**Ports around the boundary**

Pins as bars across the die edge, other pins in gray.
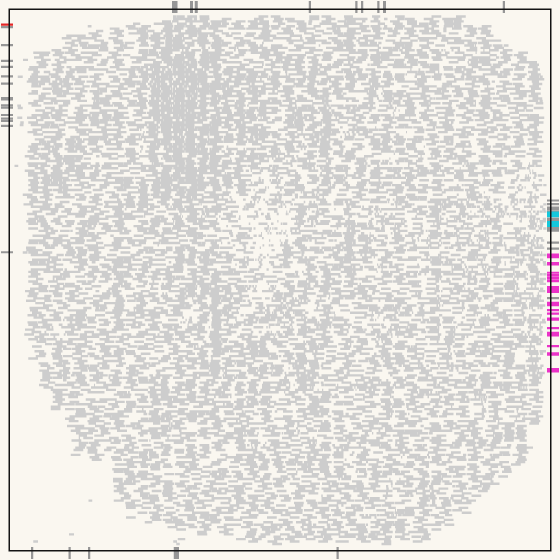
**Placement density heat map**

The die is cut into 30 by 30 equal tiles; white is low, dark blue is high, 0 to 100% covered.
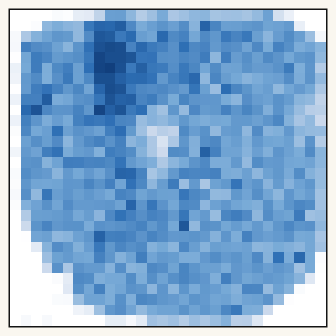
**Met3 routing**

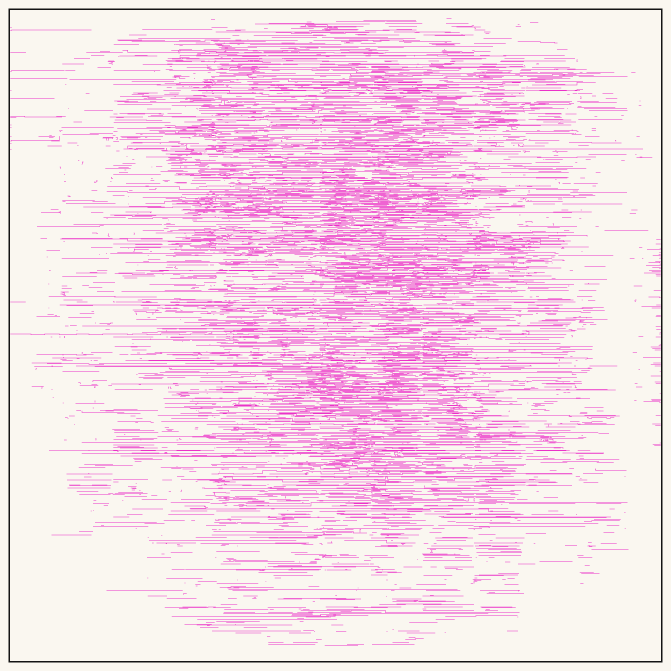
**Cell outlines without signal wires**

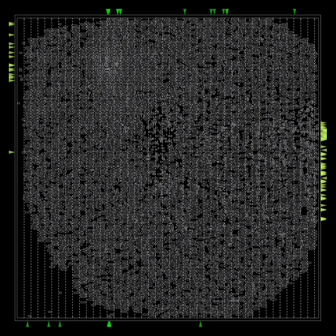
**Routed clock nets over the placement**

Scale bar: 200 um.
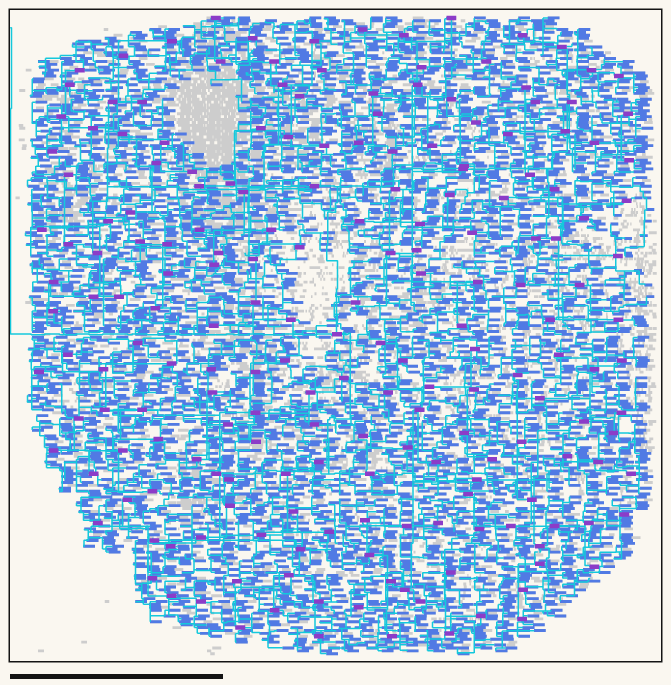
===== src/rtl/gcd_req_feeder_if.sv =====
// Request handshake between the vector feeder (master) and the GCD unit (slave).
// req_val/req_msg are driven by the master; req_rdy is the downstream acceptance.
interface gcd_req_feeder_if #(
    parameter int MSG_WIDTH = 32
);
    logic [MSG_WIDTH-1:0] req_msg;
    logic                 req_val;
    logic                 req_rdy;

    modport master (output req_msg, output req_val, input req_rdy);
    modport slave  (input req_msg, input req_val, output req_rdy);
endinterface


===== src/rtl/gcd_req_feeder.sv =====
// Vector buffer + streamer feeding the GCD unit; first req_val 2 cycles after start, 1 vector/cycle sustained.
// Backpressure: req_rdy low stalls the 2-entry skid; req_val/req_msg hold until accepted.

// Generic synchronous FIFO with head visible combinationally on pop_dat.
module gcd_req_fifo #(
    parameter  int WIDTH = 32,
    parameter  int DEPTH = 2,
    localparam int CW    = $clog2(DEPTH + 1),
    localparam int PW    = (DEPTH > 1) ? $clog2(DEPTH) : 1
) (
    input  logic             clk,
    input  logic             reset,
    input  logic             push,
    input  logic [WIDTH-1:0] push_dat,
    input  logic             pop,
    output logic [WIDTH-1:0] pop_dat,
    output logic             empty,
    output logic [CW-1:0]    count
);
    logic [WIDTH-1:0] mem [DEPTH];
    logic [PW-1:0]    wr_ptr;
    logic [PW-1:0]    rd_ptr;
    logic             do_push;
    logic             do_pop;

    function automatic logic [PW-1:0] bump(input logic [PW-1:0] p);
        return (p == PW'(DEPTH - 1)) ? '0 : p + 1'b1;
    endfunction

    assign empty   = (count == '0);
    assign do_pop  = pop && !empty;
    assign do_push = push && ((count != CW'(DEPTH)) || do_pop);
    assign pop_dat = mem[rd_ptr];

    always_ff @(posedge clk) begin
        if (!reset) begin
            wr_ptr <= '0;
            rd_ptr <= '0;
            count  <= '0;
        end else begin
            if (do_push) wr_ptr <= bump(wr_ptr);
            if (do_pop)  rd_ptr <= bump(rd_ptr);
            count <= count + CW'(do_push) - CW'(do_pop);
        end
    end

    always_ff @(posedge clk) begin
        if (do_push) mem[wr_ptr] <= push_dat;
    end
endmodule

module gcd_req_feeder #(
    parameter int DEPTH      = 128,
    parameter int ADDR_WIDTH = $clog2(DEPTH),
    parameter int MSG_WIDTH  = 32
) (
    input  logic                  clk,
    input  logic                  reset,
    input  logic                  wr_en,
    input  logic [ADDR_WIDTH-1:0] wr_addr,
    input  logic [MSG_WIDTH-1:0]  wr_data,
    input  logic                  start,
    input  logic [ADDR_WIDTH:0]   num_vec,
    output logic                  busy,
    output logic                  done,
    output logic [ADDR_WIDTH:0]   issued_cnt,
    gcd_req_feeder_if.master      req
);
    localparam int CW = ADDR_WIDTH + 1;

    typedef enum logic [1:0] {IDLE, RUN, DONE} state_t;

    state_t state;
    state_t state_nxt;

    logic [MSG_WIDTH-1:0] buf_mem [DEPTH];
    logic [MSG_WIDTH-1:0] rd_q;
    logic                 rd_vld;
    logic                 rd_en;
    logic [CW-1:0]        n_vec;
    logic [CW-1:0]        rd_ptr;
    logic [CW-1:0]        num_clamped;
    logic                 start_ok;

    logic [MSG_WIDTH-1:0] fifo_dat;
    logic                 fifo_empty;
    logic [1:0]           fifo_count;
    logic                 fifo_push;
    logic                 fifo_pop;

    logic [MSG_WIDTH-1:0] head;
    logic                 val_int;
    logic                 hs;
    logic                 last_hs;
    logic [2:0]           occ;
    logic [2:0]           occ_lim;

    assign start_ok    = (state == IDLE) && start;
    assign num_clamped = (num_vec > CW'(DEPTH)) ? CW'(DEPTH) : num_vec;

    // The SRAM output register acts as the skid's front slot: it is presented
    // directly when the FIFO is empty and is parked in the FIFO if not taken.
    assign val_int   = !fifo_empty || rd_vld;
    assign head      = fifo_empty ? rd_q : fifo_dat;
    assign hs        = val_int && req.req_rdy;
    assign fifo_push = rd_vld && !(fifo_empty && hs);
    assign fifo_pop  = hs && !fifo_empty;
    assign last_hs   = hs && ((issued_cnt + CW'(1)) == n_vec);

    // Occupancy is counted net of this cycle's pop so a full-rate stream never bubbles.
    assign occ     = {1'b0, fifo_count} + {2'b00, rd_vld};
    assign occ_lim = 3'd2 + {2'b00, hs};
    assign rd_en   = (state == RUN) && (rd_ptr < n_vec) && (occ < occ_lim);

    gcd_req_fifo #(
        .WIDTH (MSG_WIDTH),
        .DEPTH (2)
    ) u_skid (
        .clk      (clk),
        .reset    (reset),
        .push     (fifo_push),
        .push_dat (rd_q),
        .pop      (fifo_pop),
        .pop_dat  (fifo_dat),
        .empty    (fifo_empty),
        .count    (fifo_count)
    );

    always_ff @(posedge clk) begin
        if (!reset) state <= IDLE;
        else        state <= state_nxt;
    end

    always_comb begin
        state_nxt = state;
        case (state)
            IDLE:    if (start) state_nxt = (num_vec == '0) ? DONE : RUN;
            RUN:     if (last_hs) state_nxt = DONE;
            DONE:    state_nxt = IDLE;
            default: state_nxt = IDLE;
        endcase
    end

    always_comb begin
        busy        = (state != IDLE);
        done        = (state == DONE);
        req.req_val = val_int;
        req.req_msg = val_int ? head : '0;
    end

    always_ff @(posedge clk) begin
        if (!reset) begin
            n_vec      <= '0;
            rd_ptr     <= '0;
            issued_cnt <= '0;
            rd_vld     <= 1'b0;
        end else begin
            rd_vld <= rd_en;
            if (start_ok) begin
                n_vec      <= num_clamped;
                rd_ptr     <= '0;
                issued_cnt <= '0;
            end else begin
                if (rd_en) rd_ptr     <= rd_ptr + CW'(1);
                if (hs)    issued_cnt <= issued_cnt + CW'(1);
            end
        end
    end

    // Buffer macro: contents survive reset; rd_ptr < n_vec <= DEPTH keeps the address in range.
    always_ff @(posedge clk) begin
        if (wr_en && (state == IDLE)) buf_mem[wr_addr] <= wr_data;
        if (rd_en) rd_q <= buf_mem[rd_ptr[ADDR_WIDTH-1:0]];
    end
endmodule


===== src/flat_wrapper.sv =====
// flat-port wrapper written by rule: the top's interface ports become plain ports
module gcd_req_feeder_flat 
#(
    parameter int DEPTH      = 128,
    parameter int ADDR_WIDTH = $clog2(DEPTH),
    parameter int MSG_WIDTH  = 32
)
  (clk, reset, wr_en, wr_addr, wr_data, start, num_vec, busy, done, issued_cnt, req_req_msg, req_req_val, req_req_rdy);
  gcd_req_feeder_if #(.MSG_WIDTH(MSG_WIDTH)) req_i ();
  input  logic clk;
  input  logic reset;
  input  logic wr_en;
  input  logic [ADDR_WIDTH-1:0] wr_addr;
  input  logic [MSG_WIDTH-1:0] wr_data;
  input  logic start;
  input  logic [ADDR_WIDTH:0] num_vec;
  output logic busy;
  output logic done;
  output logic [ADDR_WIDTH:0] issued_cnt;
  output wire logic [$bits(req_i.req_msg)-1:0] req_req_msg;
  output wire logic [$bits(req_i.req_val)-1:0] req_req_val;
  input wire logic [$bits(req_i.req_rdy)-1:0] req_req_rdy;
  assign req_req_msg = req_i.req_msg;
  assign req_req_val = req_i.req_val;
  assign req_i.req_rdy = req_req_rdy;
  gcd_req_feeder #(.DEPTH(DEPTH), .ADDR_WIDTH(ADDR_WIDTH), .MSG_WIDTH(MSG_WIDTH)) u_core (.clk(clk), .reset(reset), .wr_en(wr_en), .wr_addr(wr_addr), .wr_data(wr_data), .start(start), .num_vec(num_vec), .busy(busy), .done(done), .issued_cnt(issued_cnt), .req(req_i));
endmodule

===== config.mk =====
export PLATFORM = sky130hd
export DESIGN_NAME = gcd_req_feeder_flat
export DESIGN_NICKNAME = d
export VERILOG_FILES = /design/src/rtl/gcd_req_feeder_if.sv /design/src/rtl/gcd_req_feeder.sv /design/src/flat_wrapper.sv
export SDC_FILE = /design/constraint.sdc
export NUM_CORES = 2
export LEC_CHECK = 0
export ABC_CLOCK_PERIOD_IN_PS = 9510
export CORE_MARGIN = 4
export CORE_UTILIZATION = 45
export CTS_CLUSTER_DIAMETER = 100
export CTS_CLUSTER_SIZE = 24
export DETAILED_ROUTE_END_ITERATION = 7
export GPL_TIMING_DRIVEN = 0
export PLACE_DENSITY_LB_ADDON = 0.1
export SLEW_MARGIN = 30
export SYNTH_ARGS = -nofsm -noshare
export SYNTH_HDL_FRONTEND = slang
export SYNTH_MEMORY_MAX_BITS = 65536
export SYNTH_SLANG_ARGS = --single-unit

===== constraint.sdc =====
create_clock -name clk -period 9.51 [get_ports clk]
set_clock_uncertainty 0.2 [all_clocks]
set_input_delay 0.951 -clock clk [delete_from_list [all_inputs] [get_ports clk]]
set_output_delay 0.951 -clock clk [all_outputs]
set_load 0.02 [all_outputs]

==> out/qor.yml <==
placed_design:
  io_buffers: 93
  pre_cts_ws_ps: 3420
  dp_hpwl_um: 553000
  dpl_cell_area_um2: 186000
  dpl.cell_count: 12700
  place_congestion: 1.01
job:
  max-cap-violations: 0
  warning_count: 29
final_layout:
  largest_reg_flops: 4096
  lay_top_count: "edfxtp_1"
  nNetsFinal: 8239
  area_delta_synth_final_pct: 17.3
  fin_util: 0.531
  fin_area_um2: 191000
  comb_area_um2: 35200
  largestRegisters: "u_core.buf_mem x4096, u_core.u_skid.mem x64, u_core.rd_q x32"
  lay_top_cells: "edfxtp_1 (4192), mux4_2 (1010), buf_16 (425), mux2i_1 (301), nand2_1 (208)"
  largest-register: "u_core.buf_mem"
  seq_area_um2: 127000
  drive_above_1_share: 0.299
critical_path:
  cp_max_fo: 10
  worst-r2r-cell-count: 9
  crit_top_cell: "buf_2"
  cpLargestDelayFamily: "buffers and inverters"
  crit_path_start: "u_core.rd_ptr[1]$_SDFFE_PP0P_"
  critPathRequiredTime_ps: 9960
  cp-endpoint: "u_core.rd_q[6]$_DFFE_PP_"
  cp_slowest_cell: "buf_2"
  critPathMaxStageDelay_ps: 950
  cp-start-kind: "register"
  critPathCaptureType: "register"
  rrSetupSlack_ps: 2790
  arrival_ps: 7170
  path_depth: 9
  criticalPathCategory: "register to register"
  r2r-start: "u_core.rd_ptr[1]$_SDFFE_PP0P_"
  crit_chain: "buf_4 > buf_2 > buf_2 > buf_2 > buf_1 > a211oi_1 > a311oi_2 > a21oi_1 > a221oi_1"
  crit_buf_inv: 5
  r2r-end: "u_core.rd_q[6]$_DFFE_PP_"
hold_path:
  holdPathStages: 1
  worstHoldPathType: "primary input to register"
  hold_end: "u_core.buf_mem[48][16]$_DFFE_PP_"
  hp-start: "wr_data[16]"
timing:
  post-route-min-period_ps: 6720
  fmaxAchievable_mhz: 149
  maxSlewViolCount: 0
  slew_headroom: 0.139
  holdWs_ps: 127
  timing.final.crit_share: 0.706
  setup_viol: 0
  setup_tns_ps: 0
  worstMarginPinSlew_ps: 1260
  hold_viol_final: 0
  setup_slack_ps: 2790
  rsz0062_at_grt: "no"
synth:
  top_area_frac: 0.772
  yosys_cells: 7310
  ys.warnings.count: 0
  ys_ff: 4224
  ys_sh_aoi: 0.0250
  ys_area_um2: 163000
  yosysUniqueCellTypes: 78
  synth-xor-area-share: 0.00140
  ys_seq_share: 0.776
  adder_share: 0.000921
  top_cell: "edfxtp_1"
  syn_avg_cell_area_um2: 22.3
  flop_cell: "edfxtp_1"
  synthCells: 7310
  mux_share: 0.164
  syn_area_um2: 163000
  synth_nets: 7374
  async_flop_share: 0
  topCellsByArea: "edfxtp_1 (77%), mux4_2 (14%), mux2i_1 (1.9%)"
  netlist_top_cells_count: "edfxtp_1 (4192), mux4_2 (1010), mux2i_1 (311), nand2_1 (209), nor2_1 (202)"
  top_area_cell: "edfxtp_1"
  edf_count: 4192
  simple_gate_area_frac: 0.0173
  top_logic_kind: "multiplexers"
global_route:
  grt_pass1_wl_um: 939000
  antenna_found_initial: 86
  overflow: 0
  grt_pass1_vias: 86100
  grt_usage: 0.398
  grt_max_degree: 97
clock_network:
  clockRootBuffer: "clkbuf_16"
  hold_buffers: 0
  cts_inserted_buffers: 199
  clock_latency_ps: 1040
  cts_resized: 0
  clockBufferDepth: 4
  cts_tree: "built"
  cts_setup_buffers: 0
  clk_pin_slew_ps: 100
  htreeDepth: 4
  clock-sinks: 4224
power_and_ir_drop:
  power.density_nw_per_um2: 168
  p_clk_frac: 0.306
  power-top-group: "registers"
  clk-power_uw: 9810
  switching_share: 0.223
  combPwrFrac: 0.055
  netSwitchingPower_uw: 7170
  ir_drop_mv: 0.146
  leakagePower_uw: 0.0579
  internal-power_uw: 24900
  total_power_uw: 32100
  p_seq_uw: 20500
  seq_power_share: 0.639
  powerComb_uw: 1770
drt:
  via_per_inst: 7.30
  antenna_left: 0
  vias: 95100
  drt_iter0_drc: 20900
  dr.pass1.iters: 8
  routedWlPerCell_um: 57.5
  wirelength_um: 749000
  drc: 0
outcome:
  status: "completed"
floorplan:
  die_w_um: 610
  die_y_um: 610
  fp-utilization: 0.453
  io_pins: 95
  dieArea_um2: 372000
Notes on 'ports around the boundary' above:
cyan -> num_vec  # pins 8, direction input, edge right
red -> clk  # pins 1, direction input, edge left
magenta -> req_req_msg  # pins 32, direction output, edge right
all pins by edge = 55 right, 16 left, 15 top, 9 bottom

Notes on 'placement density heat map' above:
emptiest ninth of the die = bottom left
mean over tiles = 50%
tiles over 75% full = 5.3%

Notes on 'met3 routing' above:
longest straight run = 347 um
main direction = horizontal

Notes on 'cell outlines without signal wires' above:
Fill cells: 27300
tap cells: 4773
core area: 360000 um^2
Non-Filler Instances: 13000
FP Rows: 220

Notes on 'routed clock nets over the placement' above:
blue -> flip-flops  # count 4224
cyan -> clock wires  # length 45.7 mm
purple -> clock-net drivers  # count 199
routed clock nets = 200

## metal layers
layer / routed length, um / vias up / global-route usage / part of all wire
met1: 251000 / 51300 / 0.494 / 0.34
met3: 111000 / 2138 / 0.165 / 0.15
met5: 276 / - / 0.000517 / 0.00037
met2: 321000 / 9166 / 0.572 / 0.43
li1: - / 32500 / - / -
met4: 64900 / 26 / 0.266 / 0.087
## layout make-up
| type | count | share of cell area |
|---|---|---|
| Timing Repair Buffer | 664 | 0.0807 |
| Clock buffer | 213 | 0.0267 |
| Clock inverter | 14 | 0.000916 |
| Tap cell | 4773 | 0.0312 |
| Buffer | 402 | 0.0134 |
| Antenna cell | 51 | 0.000668 |
| Sequential cell | 4224 | 0.662 |
| Multi-Input combinational cell | 2668 | 0.184 |
| Inverter | 16 | 0.000314 |
Power and IR drop assume default switching activity.
